$ cat config.mk
export PLATFORM = sky130hd
export DESIGN_NAME = gdc_input_conditioner
export DESIGN_NICKNAME = d
export VERILOG_FILES = /design/src/rtl/gdc_pkg.sv /design/src/rtl/gdc_debounce.sv /design/src/rtl/gdc_input_conditioner.sv
export SDC_FILE = /design/constraint.sdc
export NUM_CORES = 1
export LEC_CHECK = 0
export ABC_AREA = 0
export CORE_AREA = 4 4 58 60
export DETAILED_ROUTE_END_ITERATION = 6
export DIE_AREA = 0 0 62 64
export PLACE_DENSITY = 0.72
export SLEW_MARGIN = 25
export SYNTH_ARGS = -nofsm -noshare
export SYNTH_HDL_FRONTEND = slang
export SYNTH_SLANG_ARGS = --single-unit
$ cat constraint.sdc
create_clock -name clk -period 2.1 [get_ports clk]
set_clock_uncertainty 0.05 [all_clocks]
set_input_delay 0.42 -clock clk [delete_from_list [all_inputs] [get_ports clk]]
set_output_delay 0.42 -clock clk [all_outputs]
set_load 0.02 [all_outputs]
$ cat src/rtl/gdc_pkg.sv
// Shared definitions for the garage-door controller: synchroniser depth,
// default timing constants and the door-FSM state encoding.
package gdc_pkg;

  localparam int unsigned GDC_SYNC_STAGES     = 2;
  localparam int unsigned GDC_DEB_CYCLES_DFLT = 16;
  localparam int unsigned GDC_FLT_CYCLES_DFLT = 64;
  localparam int unsigned GDC_STK_CYCLES_DFLT = 4096;

  // Door FSM state encoding, shared with the controller proper
  typedef enum logic [2:0] {
    GDC_ST_CLOSED  = 3'd0,
    GDC_ST_OPENING = 3'd1,
    GDC_ST_OPEN    = 3'd2,
    GDC_ST_CLOSING = 3'd3,
    GDC_ST_STOPPED = 3'd4
  } gdc_state_t;

endpackage

$ cat src/rtl/gdc_debounce.sv
// Two-flop synchroniser followed by a consecutive-cycle debounce filter.
// The level flips only after DEB_CYCLES consecutive cycles of disagreement.
module gdc_debounce
  import gdc_pkg::*;
#(
  parameter int unsigned DEB_CYCLES = GDC_DEB_CYCLES_DFLT
) (
  input  logic clk,
  input  logic rst,
  input  logic i_raw,
  output logic o_level
);

  localparam int unsigned CNT_W = $clog2(DEB_CYCLES + 1);

  logic [GDC_SYNC_STAGES-1:0] r_sync;
  logic [CNT_W-1:0]           r_cnt;
  logic [CNT_W-1:0]           w_cnt_inc;
  logic [CNT_W-1:0]           w_cnt_nxt;
  logic                       r_level;
  logic                       w_level_nxt;
  logic                       w_sync;

  assign w_sync    = r_sync[GDC_SYNC_STAGES-1];
  assign w_cnt_inc = r_cnt + CNT_W'(1);
  assign o_level   = r_level;

  // Synchroniser shift chain for the asynchronous raw input
  always_ff @(posedge clk or negedge rst) begin
    if (!rst) r_sync <= '0;
    else      r_sync <= {r_sync[GDC_SYNC_STAGES-2:0], i_raw};
  end

  // Count disagreement cycles; flip the level when the run reaches DEB_CYCLES
  always_comb begin
    w_cnt_nxt   = '0;
    w_level_nxt = r_level;
    if (w_sync != r_level) begin
      if (w_cnt_inc == CNT_W'(DEB_CYCLES)) w_level_nxt = w_sync;
      else                                 w_cnt_nxt   = w_cnt_inc;
    end
  end

  // Counter and debounced level registers
  always_ff @(posedge clk or negedge rst) begin
    if (!rst) begin
      r_cnt   <= '0;
      r_level <= 1'b0;
    end else begin
      r_cnt   <= w_cnt_nxt;
      r_level <= w_level_nxt;
    end
  end

endmodule

$ cat src/rtl/gdc_input_conditioner.sv
// Input conditioner for the garage-door FSM: debounces the button and both
// limit switches, turns a press into a one-cycle activate pulse and raises a
// sticky fault when both limits read closed for too long.
// Optional: define GDC_STUCK_BTN_EN to add the btn_stuck detector and port.
module gdc_input_conditioner
  import gdc_pkg::*;
#(
  parameter int unsigned DEB_CYCLES   = GDC_DEB_CYCLES_DFLT,
`ifdef GDC_STUCK_BTN_EN
  parameter int unsigned STUCK_CYCLES = GDC_STK_CYCLES_DFLT,
`endif
  parameter int unsigned FAULT_CYCLES = GDC_FLT_CYCLES_DFLT
) (
  input  logic clk,
  input  logic rst,
  input  logic act_raw,
  input  logic up_max_raw,
  input  logic dn_max_raw,
  input  logic fault_clr,
  output logic activate,
  output logic up_max,
  output logic dn_max,
`ifdef GDC_STUCK_BTN_EN
  output logic btn_stuck,
`endif
  output logic sw_fault
);

  localparam int unsigned FLT_W = $clog2(FAULT_CYCLES + 1);

  logic             w_btn_lvl;
  logic             w_up_lvl;
  logic             w_dn_lvl;
  logic             w_both;
  logic             w_suppress;
  logic             w_act_nxt;
  logic             r_btn_prev;
  logic             r_act;
  logic [FLT_W-1:0] r_fault_cnt;
  logic [FLT_W-1:0] w_fault_cnt_nxt;
  logic             r_sw_fault;
  logic             w_sw_fault_nxt;

  gdc_debounce #(.DEB_CYCLES(DEB_CYCLES)) u_deb_btn (
    .clk     (clk),
    .rst     (rst),
    .i_raw   (act_raw),
    .o_level (w_btn_lvl)
  );

  gdc_debounce #(.DEB_CYCLES(DEB_CYCLES)) u_deb_up (
    .clk     (clk),
    .rst     (rst),
    .i_raw   (up_max_raw),
    .o_level (w_up_lvl)
  );

  gdc_debounce #(.DEB_CYCLES(DEB_CYCLES)) u_deb_dn (
    .clk     (clk),
    .rst     (rst),
    .i_raw   (dn_max_raw),
    .o_level (w_dn_lvl)
  );

  assign w_both = w_up_lvl & w_dn_lvl;

`ifdef GDC_STUCK_BTN_EN
  localparam int unsigned STK_W = $clog2(STUCK_CYCLES + 1);

  logic [STK_W-1:0] r_stuck_cnt;
  logic [STK_W-1:0] w_stuck_cnt_nxt;
  logic             r_btn_stuck;
  logic             w_btn_stuck_nxt;

  // Saturating hold counter; released button clears the stuck flag
  always_comb begin
    w_stuck_cnt_nxt = '0;
    w_btn_stuck_nxt = 1'b0;
    if (w_btn_lvl) begin
      w_stuck_cnt_nxt = (r_stuck_cnt == STK_W'(STUCK_CYCLES)) ? r_stuck_cnt
                                                              : r_stuck_cnt + STK_W'(1);
      w_btn_stuck_nxt = r_btn_stuck | (w_stuck_cnt_nxt == STK_W'(STUCK_CYCLES));
    end
  end

  // Stuck-button registers
  always_ff @(posedge clk or negedge rst) begin
    if (!rst) begin
      r_stuck_cnt <= '0;
      r_btn_stuck <= 1'b0;
    end else begin
      r_stuck_cnt <= w_stuck_cnt_nxt;
      r_btn_stuck <= w_btn_stuck_nxt;
    end
  end

  assign btn_stuck  = r_btn_stuck;
  assign w_suppress = r_sw_fault | r_btn_stuck;
`else
  assign w_suppress = r_sw_fault;
`endif

  // Rising edge of the debounced button; suppressed presses are dropped, not queued
  assign w_act_nxt = w_btn_lvl & ~r_btn_prev & ~w_suppress;

  // Both-limits run counter and sticky fault; a set always beats a clear
  always_comb begin
    w_fault_cnt_nxt = '0;
    w_sw_fault_nxt  = r_sw_fault;
    if (w_both) begin
      w_fault_cnt_nxt = (r_fault_cnt == FLT_W'(FAULT_CYCLES)) ? r_fault_cnt
                                                              : r_fault_cnt + FLT_W'(1);
      if (w_fault_cnt_nxt == FLT_W'(FAULT_CYCLES)) w_sw_fault_nxt = 1'b1;
    end else if (fault_clr) begin
      w_sw_fault_nxt = 1'b0;
    end
  end

  // Edge-detect, pulse and fault registers
  always_ff @(posedge clk or negedge rst) begin
    if (!rst) begin
      r_btn_prev  <= 1'b0;
      r_act       <= 1'b0;
      r_fault_cnt <= '0;
      r_sw_fault  <= 1'b0;
    end else begin
      r_btn_prev  <= w_btn_lvl;
      r_act       <= w_act_nxt;
      r_fault_cnt <= w_fault_cnt_nxt;
      r_sw_fault  <= w_sw_fault_nxt;
    end
  end

  assign activate = r_act;
  assign up_max   = w_up_lvl;
  assign dn_max   = w_dn_lvl;
  assign sw_fault = r_sw_fault;

endmodule

==> results.txt, run 1 <==
run metrics: status=finished, final reports clean, pin count of the biggest net entering global routing=35, core area=about 0.0029 mm^2, Flop Count=34, ant diodes=0, Die Wd=around 62 um, final global-route overflow total=0, total clock buffers created by CTS=5, I/O Pins=10, max FFs per register=7, RSZ-0062 raised after global routing=false, gr busiest metal=met2, P_seq=about 700 uW, met1 Resource Use GR=0.194, Max VDD drop=approximately 500 uV, Sink Count=34, CP bufs+invs=1, Layout Nets=between 150 and 200, top cells by area=dfrtp_1, xnor2_1, ha_1, Die Ht=around 64 um, Final ANT Viol Nets=0, Ys Warns=0, max_slew headroom=0.721, most frequent logic cell in the layout=dfrtp_1, worst hold path type=reg -> reg, wl on met1=around 1100 um, Comb power=slightly below 60 uW, initial antenna violation count=0, Power Internal=~850 uW, Hold Path Origin=u_deb_dn.r_sync[0], comb area leader=simple AND/OR/NAND/NOR gates, Yosys chip area=roughly 0.0015 mm^2, Post-Synthesis Cells=134, H-Tree Depth=2, Required @ worst endpoint=between 1.5 and 2 ns, number of cells in Yosys stat=between 100 and 150, worst r2r path cells=5
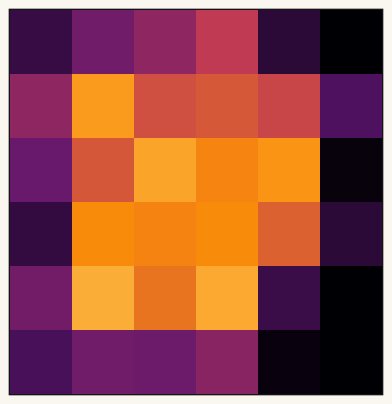
(run_1/util_map.png)
Drawn at 6 px/um. 6 x 6 tiles, from black (low) to pale yellow (high), 0 to 100% covered.
fullest tile: 82%
densest ninth of the die: center
emptiest ninth of the die: south-east
nearly empty tiles: 8.3%
mean over tiles: 41%
tiles over 75% full: 14%

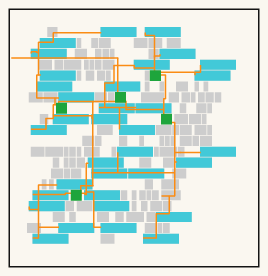
(run_1/clock_wires.png)
Drawn at 4 px/um.
[green] clock-net drivers | count: 5
[orange] clock wires | length: 377 um
[cyan] flip-flops | count: 34
routed clock nets: 6
Power Clock: 342 uW
clk_lat worst skew: 0.32 ns
clock share of power: 0.312

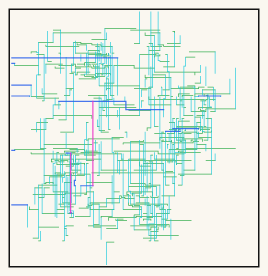
(run_1/layers.png)
Drawn at 4 px/um.
| color | layer | wire length |
|---|---|---|
| blue | M3 | 91.0 um |
| green | M1 | 1090 um |
| magenta | M4 | 36.0 um |
| cyan | M2 | 1270 um |
Global Route Usage Sum: 0.158
drt wl/cell: 13.7 um
Via Count: 1034

==> inputs of run 2 (changes only) <==
--- a/config.mk
+++ b/config.mk
@@ -6,10 +6,12 @@
 export NUM_CORES = 1
 export LEC_CHECK = 0
 export ABC_AREA = 0
-export CORE_AREA = 4 4 58 60
+export CELL_PAD_IN_SITES_DETAIL_PLACEMENT = 0
+export CELL_PAD_IN_SITES_GLOBAL_PLACEMENT = 1
+export CORE_AREA = 4 4 63 65
 export DETAILED_ROUTE_END_ITERATION = 6
-export DIE_AREA = 0 0 62 64
-export PLACE_DENSITY = 0.72
+export DIE_AREA = 0 0 67 69
+export PLACE_DENSITY_LB_ADDON = 0.1
 export SLEW_MARGIN = 25
 export SYNTH_ARGS = -nofsm -noshare
 export SYNTH_HDL_FRONTEND = slang
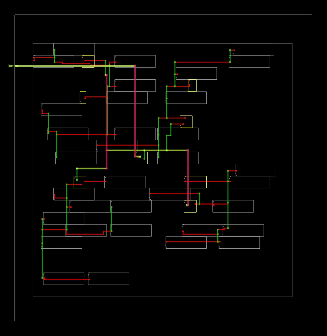
(run_2/clock_nets.png)
Flop Count: 34
Sink Count: 34

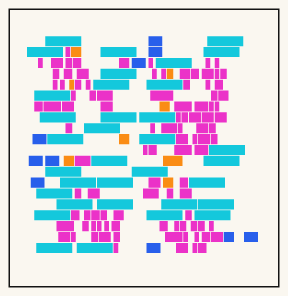
(run_2/class_map.png)
Drawn at 4 px/um.
| color | class | cells | share of their area |
|---|---|---|---|
| cyan | registers | 34 | 52% |
| blue | remaining buffers and delay cells | 10 | 5.9% |
| magenta | remaining logic cells | 99 | 39% |
| orange | clock drivers and dummy loads | 8 | 3.7% |
flop share of the area: 0.500
final core utilization: 0.510
Finished Cell Area: 0.00170 mm^2
Rows: 21
core area: 0.00334 mm^2

==> run 2 against run 1 <==
  * Total power increased by 2.0%
  * Sequential share of layout area fell by 0.75 points
  * Via count shrank 4.2%
  * Clock power rose by 7.0%
  * Area after synthesis unchanged
  * Sequential power about the same
  * Core utilization shrank 6.3 points
  * Critical path depth stayed put
  * Combinational power is 2% lower
  * Synthesized cell count unchanged
  * Critical path type unchanged
  * Highest routed layer unchanged
==> results.txt, run 2 <==
run metrics: CP Launch Type=flop, Comb power=57.7 uW (-2%), final global-route overflow total=0 (unchanged), H-Tree Depth=2 (unchanged), drt wl/cell=11.8 um (-14%), Power Internal=864 uW (+1.3%), total clock buffers created by CTS=5 (unchanged), comb area leader=simple AND/OR/NAND/NOR gates, CTS max path bufs=2, post-route minimum period=roughly 1.9 ns, max cap viols=0, gr busiest metal=met2, vias in the first global route=about 1000, ant diodes=0 (unchanged), Via Count=991 (-4.2%), wl on met1=1100 um (+1.0%), Power Clock=366 uW (+7.0%), Yosys chip area=0.00149 mm^2 (unchanged), Final ANT Viol Nets=0 (unchanged), # Taps=around 46, routability cong.=around 0.81, max_slew headroom=0.717 (-0.00420), number of cells in Yosys stat=134 (unchanged), Required @ worst endpoint=1.63 ns (about the same), Net Sw Frac=0.227, status=finished, final reports clean, pin count of the biggest net entering global routing=35 (unchanged), Ys Warns=0 (unchanged), I/O Pins=10 (unchanged), Max VDD drop=354 uV (-31%), clk_lat worst skew=0.32 ns (about the same), Hold Path Origin=u_deb_up.r_sync[0], Post-Synthesis Cells=134 (unchanged), P_seq=694 uW (about the same), worst hold path type=reg -> reg, Final Hold Fails=0, Die Wd=67 um (+8.1%), max FFs per register=7 (unchanged), initial antenna violation count=0 (unchanged), most frequent logic cell in the layout=dfrtp_1, Layout Nets=161 (unchanged), Die Ht=69 um (+7.8%), worst r2r path cells=5 (unchanged)
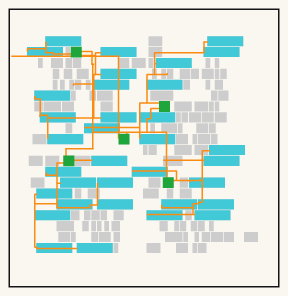
(run_2/clock_wires.png)
Drawn at 4 px/um.
[green] clock-net drivers | count: 5
[orange] clock wires | length: 409 um
[cyan] flip-flops | count: 34
routed clock nets: 6

Power and IR drop assume default switching activity.
